<file path="src/rtl/cpu_trace_buffer_if.sv">
// Byte-stream link from the trace buffer to the debug bridge (UART/JTAG side).
// The buffer drives valid/data/last; the bridge answers with ready.
interface cpu_trace_buffer_if;
  logic       out_valid;
  logic       out_ready;
  logic [7:0] out_data;
  logic       out_last;

  modport master (
    output out_valid,
    output out_data,
    output out_last,
    input  out_ready
  );

  modport slave (
    input  out_valid,
    input  out_data,
    input  out_last,
    output out_ready
  );
endinterface

</file>
<file path="src/rtl/cpu_trace_buffer.sv">
// CPU retire trace buffer.
// Captures one 128-bit record {pc, instr, alu, mem} per enabled cycle into a
// FIFO and drains it big-endian as a byte stream. The core cannot be stalled,
// so records arriving to a full FIFO are dropped and counted instead.
module cpu_trace_buffer #(
  parameter int DEPTH  = 16,
  parameter int ADDR_W = 4
) (
  input  logic                clk,
  input  logic                reset,
  input  logic                trace_en,
  input  logic [31:0]         pc_in,
  input  logic [31:0]         instr_in,
  input  logic [31:0]         alu_in,
  input  logic [31:0]         mem_in,
  cpu_trace_buffer_if.master  stream,
  output logic [ADDR_W:0]     fifo_count,
  output logic                overflow,
  output logic [15:0]         dropped_count,
  input  logic                clear_overflow
);

  localparam logic [ADDR_W:0] FULL_COUNT = (ADDR_W+1)'(DEPTH);
  localparam logic [ADDR_W:0] ONE_COUNT  = (ADDR_W+1)'(1);

  typedef enum logic {
    IDLE = 1'b0,
    SEND = 1'b1
  } state_t;

  state_t              state;
  state_t              state_nxt;
  logic [127:0]        mem [DEPTH];
  logic [ADDR_W-1:0]   wr_ptr;
  logic [ADDR_W-1:0]   rd_ptr;
  logic [127:0]        shift;
  logic [3:0]          byte_idx;
  logic                pop;
  logic                push;
  logic                drop;
  logic                handshake;
  logic                fifo_nonempty;

  assign fifo_nonempty = (fifo_count != '0);
  assign handshake     = (state == SEND) && stream.out_ready;

  // A push is taken when there is room, or when a pop frees a slot on the same edge.
  assign push = trace_en && ((fifo_count < FULL_COUNT) || pop);
  assign drop = trace_en && !push;

  // Outputs come straight from state/shift registers: no input reaches them combinationally.
  assign stream.out_valid = (state == SEND);
  assign stream.out_data  = shift[127:120];
  assign stream.out_last  = (state == SEND) && (byte_idx == 4'd15);

  // State register.
  always_ff @(posedge clk or negedge reset) begin
    if (!reset) begin
      state <= IDLE;
    end else begin
      state <= state_nxt;
    end
  end

  // Next state and pop decision; a new record is loaded right after the last byte so
  // back-to-back records stream without a bubble.
  always_comb begin
    state_nxt = state;
    pop       = 1'b0;
    case (state)
      IDLE: begin
        if (fifo_nonempty) begin
          pop       = 1'b1;
          state_nxt = SEND;
        end
      end
      SEND: begin
        if (handshake && (byte_idx == 4'd15)) begin
          if (fifo_nonempty) begin
            pop = 1'b1;
          end else begin
            state_nxt = IDLE;
          end
        end
      end
      default: begin
        state_nxt = IDLE;
      end
    endcase
  end

  // Record storage; contents need no reset because occupancy is tracked by the pointers.
  always_ff @(posedge clk) begin
    if (push) begin
      mem[wr_ptr] <= {pc_in, instr_in, alu_in, mem_in};
    end
  end

  // Read/write pointers wrap naturally at DEPTH (a power of two); occupancy count alongside.
  always_ff @(posedge clk or negedge reset) begin
    if (!reset) begin
      wr_ptr     <= '0;
      rd_ptr     <= '0;
      fifo_count <= '0;
    end else begin
      if (push) begin
        wr_ptr <= wr_ptr + 1'b1;
      end
      if (pop) begin
        rd_ptr <= rd_ptr + 1'b1;
      end
      case ({push, pop})
        2'b10:   fifo_count <= fifo_count + ONE_COUNT;
        2'b01:   fifo_count <= fifo_count - ONE_COUNT;
        default: fifo_count <= fifo_count;
      endcase
    end
  end

  // Serializer: load a popped record, then shift one byte out per accepted handshake.
  // The shift register is cleared on reset so out_data reads zero while idle after reset.
  always_ff @(posedge clk or negedge reset) begin
    if (!reset) begin
      shift    <= '0;
      byte_idx <= '0;
    end else if (pop) begin
      shift    <= mem[rd_ptr];
      byte_idx <= '0;
    end else if (handshake) begin
      shift    <= {shift[119:0], 8'h00};
      byte_idx <= byte_idx + 4'd1;
    end
  end

  // Drop accounting: a drop on the same edge as a clear wins, leaving a count of one.
  always_ff @(posedge clk or negedge reset) begin
    if (!reset) begin
      overflow      <= 1'b0;
      dropped_count <= '0;
    end else if (drop) begin
      overflow <= 1'b1;
      if (clear_overflow) begin
        dropped_count <= 16'd1;
      end else if (dropped_count != 16'hFFFF) begin
        dropped_count <= dropped_count + 16'd1;
      end
    end else if (clear_overflow) begin
      overflow      <= 1'b0;
      dropped_count <= '0;
    end
  end

endmodule

</file>
<file path="src/flat_wrapper.sv">
// flat-port wrapper written by rule: the top's interface ports become plain ports
module cpu_trace_buffer_flat 
#(
  parameter int DEPTH  = 16,
  parameter int ADDR_W = 4
)
  (clk, reset, trace_en, pc_in, instr_in, alu_in, mem_in, fifo_count, overflow, dropped_count, clear_overflow, stream_out_valid, stream_out_data, stream_out_last, stream_out_ready);
  cpu_trace_buffer_if stream_i ();
  input  logic clk;
  input  logic reset;
  input  logic trace_en;
  input  logic [31:0] pc_in;
  input  logic [31:0] instr_in;
  input  logic [31:0] alu_in;
  input  logic [31:0] mem_in;
  output logic [ADDR_W:0] fifo_count;
  output logic overflow;
  output logic [15:0] dropped_count;
  input  logic clear_overflow;
  output wire logic [$bits(stream_i.out_valid)-1:0] stream_out_valid;
  output wire logic [$bits(stream_i.out_data)-1:0] stream_out_data;
  output wire logic [$bits(stream_i.out_last)-1:0] stream_out_last;
  input wire logic [$bits(stream_i.out_ready)-1:0] stream_out_ready;
  assign stream_out_valid = stream_i.out_valid;
  assign stream_out_data = stream_i.out_data;
  assign stream_out_last = stream_i.out_last;
  assign stream_i.out_ready = stream_out_ready;
  cpu_trace_buffer #(.DEPTH(DEPTH), .ADDR_W(ADDR_W)) u_core (.clk(clk), .reset(reset), .trace_en(trace_en), .pc_in(pc_in), .instr_in(instr_in), .alu_in(alu_in), .mem_in(mem_in), .stream(stream_i), .fifo_count(fifo_count), .overflow(overflow), .dropped_count(dropped_count), .clear_overflow(clear_overflow));
endmodule
</file>
<file path="config.mk">
export PLATFORM = sky130hd
export DESIGN_NAME = cpu_trace_buffer_flat
export DESIGN_NICKNAME = d
export VERILOG_FILES = /design/src/rtl/cpu_trace_buffer_if.sv /design/src/rtl/cpu_trace_buffer.sv /design/src/flat_wrapper.sv
export SDC_FILE = /design/constraint.sdc
export NUM_CORES = 2
export LEC_CHECK = 0
export CAP_MARGIN = 20
export CORE_MARGIN = 4
export CORE_UTILIZATION = 55
export DETAILED_ROUTE_END_ITERATION = 10
export GPL_ROUTABILITY_DRIVEN = 0
export PLACE_DENSITY = 0.73
export SYNTH_ARGS = -nofsm -noshare
export SYNTH_HDL_FRONTEND = slang
export SYNTH_SLANG_ARGS = --single-unit
</file>
<file path="constraint.sdc">
create_clock -name clk -period 17.61 [get_ports clk]
set_input_delay 3.522 -clock clk [delete_from_list [all_inputs] [get_ports clk]]
set_output_delay 3.522 -clock clk [all_outputs]
set_load 0.02 [all_outputs]
</file>
Placement density heat map:
Drawn at 1 px/µm. The die is cut into 20 by 20 equal tiles; dark blue is low, red is high, 0 to 100% covered.
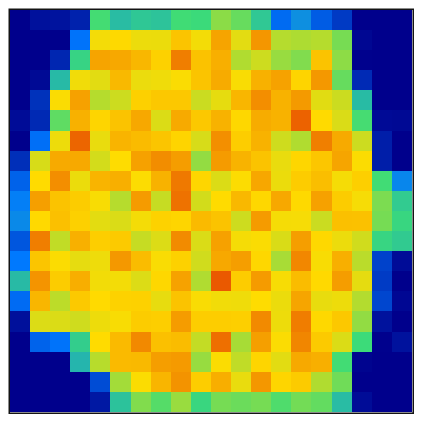
- nearly empty tiles: 12%
- tiles over 75% full: 40%
- mean over tiles: 58%
FP Util: 55.4%
core area: 154000 µm²

I/O nets highlighted:
Drawn at 1 px/µm.
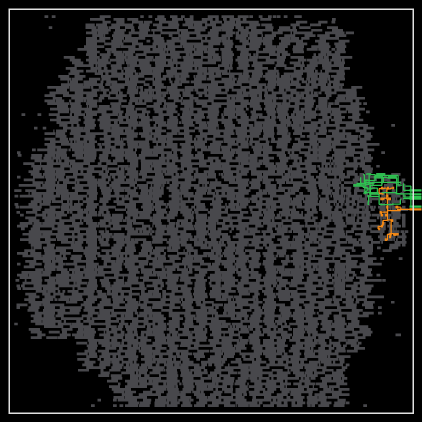
- green: fifo_count (direction output; end cells 5; wire 441 µm)
- orange: clear_overflow (direction input; end cells 21; wire 169 µm)

Routed clock nets over the placement:
Drawn at 1 px/µm.
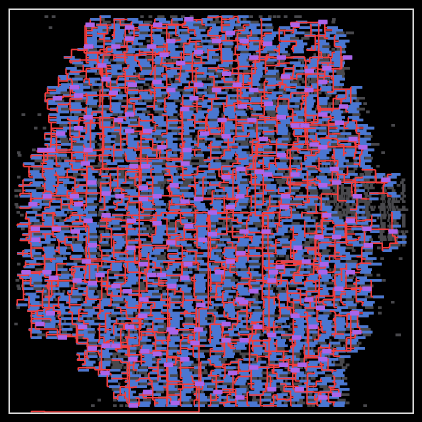
- blue: flip-flops (count 2211)
- red: clock wires (length 22.9 mm)
- purple: clock-net drivers (count 208)
- flops lie: all over the die
- routed clock nets: 209
Clk network pwr share: 34.4%
worst skew pair latency: 840 ps
Worst Skew: 33.7 ps
Clk. pwr: 4500 µW

Track usage over the die:
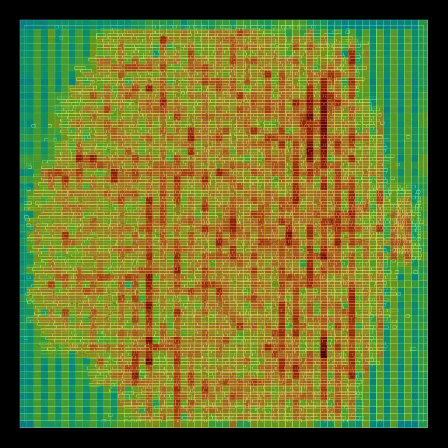
gr busiest metal: met2
Final Util: 62.5%
grt met1 use: 35.3%

==> qor.csv <==
metric,value,unit
status,completed,
Non-CTS inverters,13,
combinational power,2030,µW
CTS tree,done,
H-tree depth,4,
max cap viols,0,
CTS Hold Buffers Added,0,
crit path launch,stream_out_ready,
worst hold start,u_core.overflow$_DFFE_PN0P_,
max reg flops,2048,
Setup crit end,u_core.mem[7][67]$_DFFE_PP_,
RSZ-0062 raised after global routing,no,
NetSw,3310,µW
"CTS clk-pin slew, worst paths",60,ps
hold slack,481,ps
met3 Use GR,4.78,%
Synth top cells by count,"edfxtp_1 (2048), mux4_2 (512), mux2i_1 (223)",
# Post-CTS Setup Buffers,0,
most frequent cells in the layout,"edfxtp_1 (2048), mux4_2 (512), mux2i_1 (223), clkbuf_16 (211), clkdlybuf4s50_1 (163)",
Reg area,65600,µm²
hold endpoint,u_core.overflow$_DFFE_PN0P_,
Peak supply drop,0.0998,mV
Comb area share,19.6,%
WP buf/inv,4,
worst slew pin tran,1160,ps
number of cells in Yosys stat,3794,
detailed-route via count,40300,
switching share of power,25.2,%
Setup crit start kind,input pin,
post-synthesis cell count,3794,
Final Power,13100,µW
sequential cell count,2211,
R2R Setup Slk,12720,ps
fmax,0.135,GHz
# rows,144,
Worst Path Max Fanout,53,
Top area cell types,"edfxtp_1 (72%), mux4_2 (13%), dfrtp_1 (4.8%)",
wire per inst,30.4,µm
yosys warning tally,0,
synthesized cell area,85600,µm²
layout cells sized above 1,24.8,%
ys flops,2211,
vias in the first global route,41600,
HPWL Detailed,97300,µm
final net count,4144,
instance count on the critical path,8,
Largest Register,u_core.mem,
Root Buffer,clkbuf_16,
Initial DRC Count,4603,
PortBufs,164,
met2 Resource Use GR,36.8,%
reg2reg path depth,7,
"Seq share, synth",76.6,%
total global-route track usage,23.7,%
Non-clk bufs,231,
final tally of hold violations,0,
flop share of the area,68.0,%
Top Registers,"u_core.mem x2048, u_core.shift x128, u_core.dropped_count x16",
Post-synth EDFFs,2048,
DRT Wirelength,189000,µm
Commonest flop,edfxtp_1,
reg2reg start,u_core.rd_ptr[1]$_DFFE_PN0P_,
Final setup viols,0,
Floorplan Nets,3937,
"count leader, synth",edfxtp_1,
top-area cell type share of the netlist area,71.9,%
initial antenna violation count,23,
clock buf count,292,
Mapped Avg Cell Area,22.6,µm²
Well Taps,2044,
CP Data Arrival Time,7890,ps
Logic Gate Count,1336,
async set-reset flop share out of synthesis,7.37,%
CTS resizes,0,
TNS Setup,0,ps
global route total overflow,0,
power share of the sequential group,50.1,%
largest power group,sequential cells,
Static Leak,0.0301,µW
WP data required,18070,ps
Clock-cell share,7.16,%
Cell Int Power,9800,µW
Unique cell types,59,
Tmin final,7430,ps
Crit-path slowest cell,and2_4,
die area,162000,µm²
Die W,402,µm
Residual DRC,0,
area delta synth->final,12.7,%
Cells after DPL,5832,
# fillers,10200,
post-synth top area cell,edfxtp_1,
number of buffers created by CTS,208,
most instantiated logic cell after routing,edfxtp_1,
Seq group,6570,µW
crit-path most repeated cell,buf_4,
CP Class,input pin to flip-flop,
Antenna Cells,12,
First-pass DRT Iterations,5,
Worst Hold Class,flip-flop to flip-flop,
buffering overhead,2.53,%
Die Y,402,µm
CP Capture Type,flip-flop,
largest net degree at the start of global routing,133,
first-pass GRT wire length,283000,µm
Final ANT Viol Nets,0,
count of non-filler cells in the finished layout,6238,
maximum root-to-sink buffer count,3,
MI comb area,18900,µm²
period utilization,42.2,%
Power Dens Cells,136,nW/µm²
tool warnings,54,
Yosys chip area,85600,µm²
cell family with most CP delay,buffers and inverters,
Cells on Worst Hold Path,1,
Logic pwr share,15.5,%
Rel. slew slack,22.5,%
drt via density,6.46,
Clock Sinks,2211,
R2R Path End,u_core.shift[100]$_DFFE_PN0P_,
Ports,165,
Crit path largest cell delay,950,ps
final slew viol count,0,
critical-path cell list,"clkdlybuf4s50_1, and4_4, o21a_2, inv_1, nor3b_1, and2_4, buf_4, buf_4",
Biggest Area Class,registers,
-- logic make-up (layout without fill, tap and decap cells) --
family,count (synthesis),count (layout),synth area share (%)
AOI/OAI and AO/OA,332,332,3.88
xor gates and xnor gates,17,17,0.174
adders and majority gates,10,10,0.146
buffers and inverters,247,635,1.41
DFF,2211,2211,76.6
muxes,736,736,16.1
other,0,12,0
and+or+nand+nor,241,241,1.65
-- metrics by stage --
stage / setup WS (ps) / cell area [µm²]
2_1_floorplan: 376 / 85600
3_3_place_gp: 9530 / 89400
3_5_place_dp: 9330 / 89400
4_1_cts: 10250 / 96300
5_1_grt: 10000 / 96400
6_report: 10180 / 96500
-- per-layer routing --
metal	wire length (µm)	part of all wire [%]
met4	3850	2.0
met1	78400	41
met2	90900	48
met5	69	0.036
met3	16100	8.5
No activity file was given, so power comes from the tool's default toggle rates.
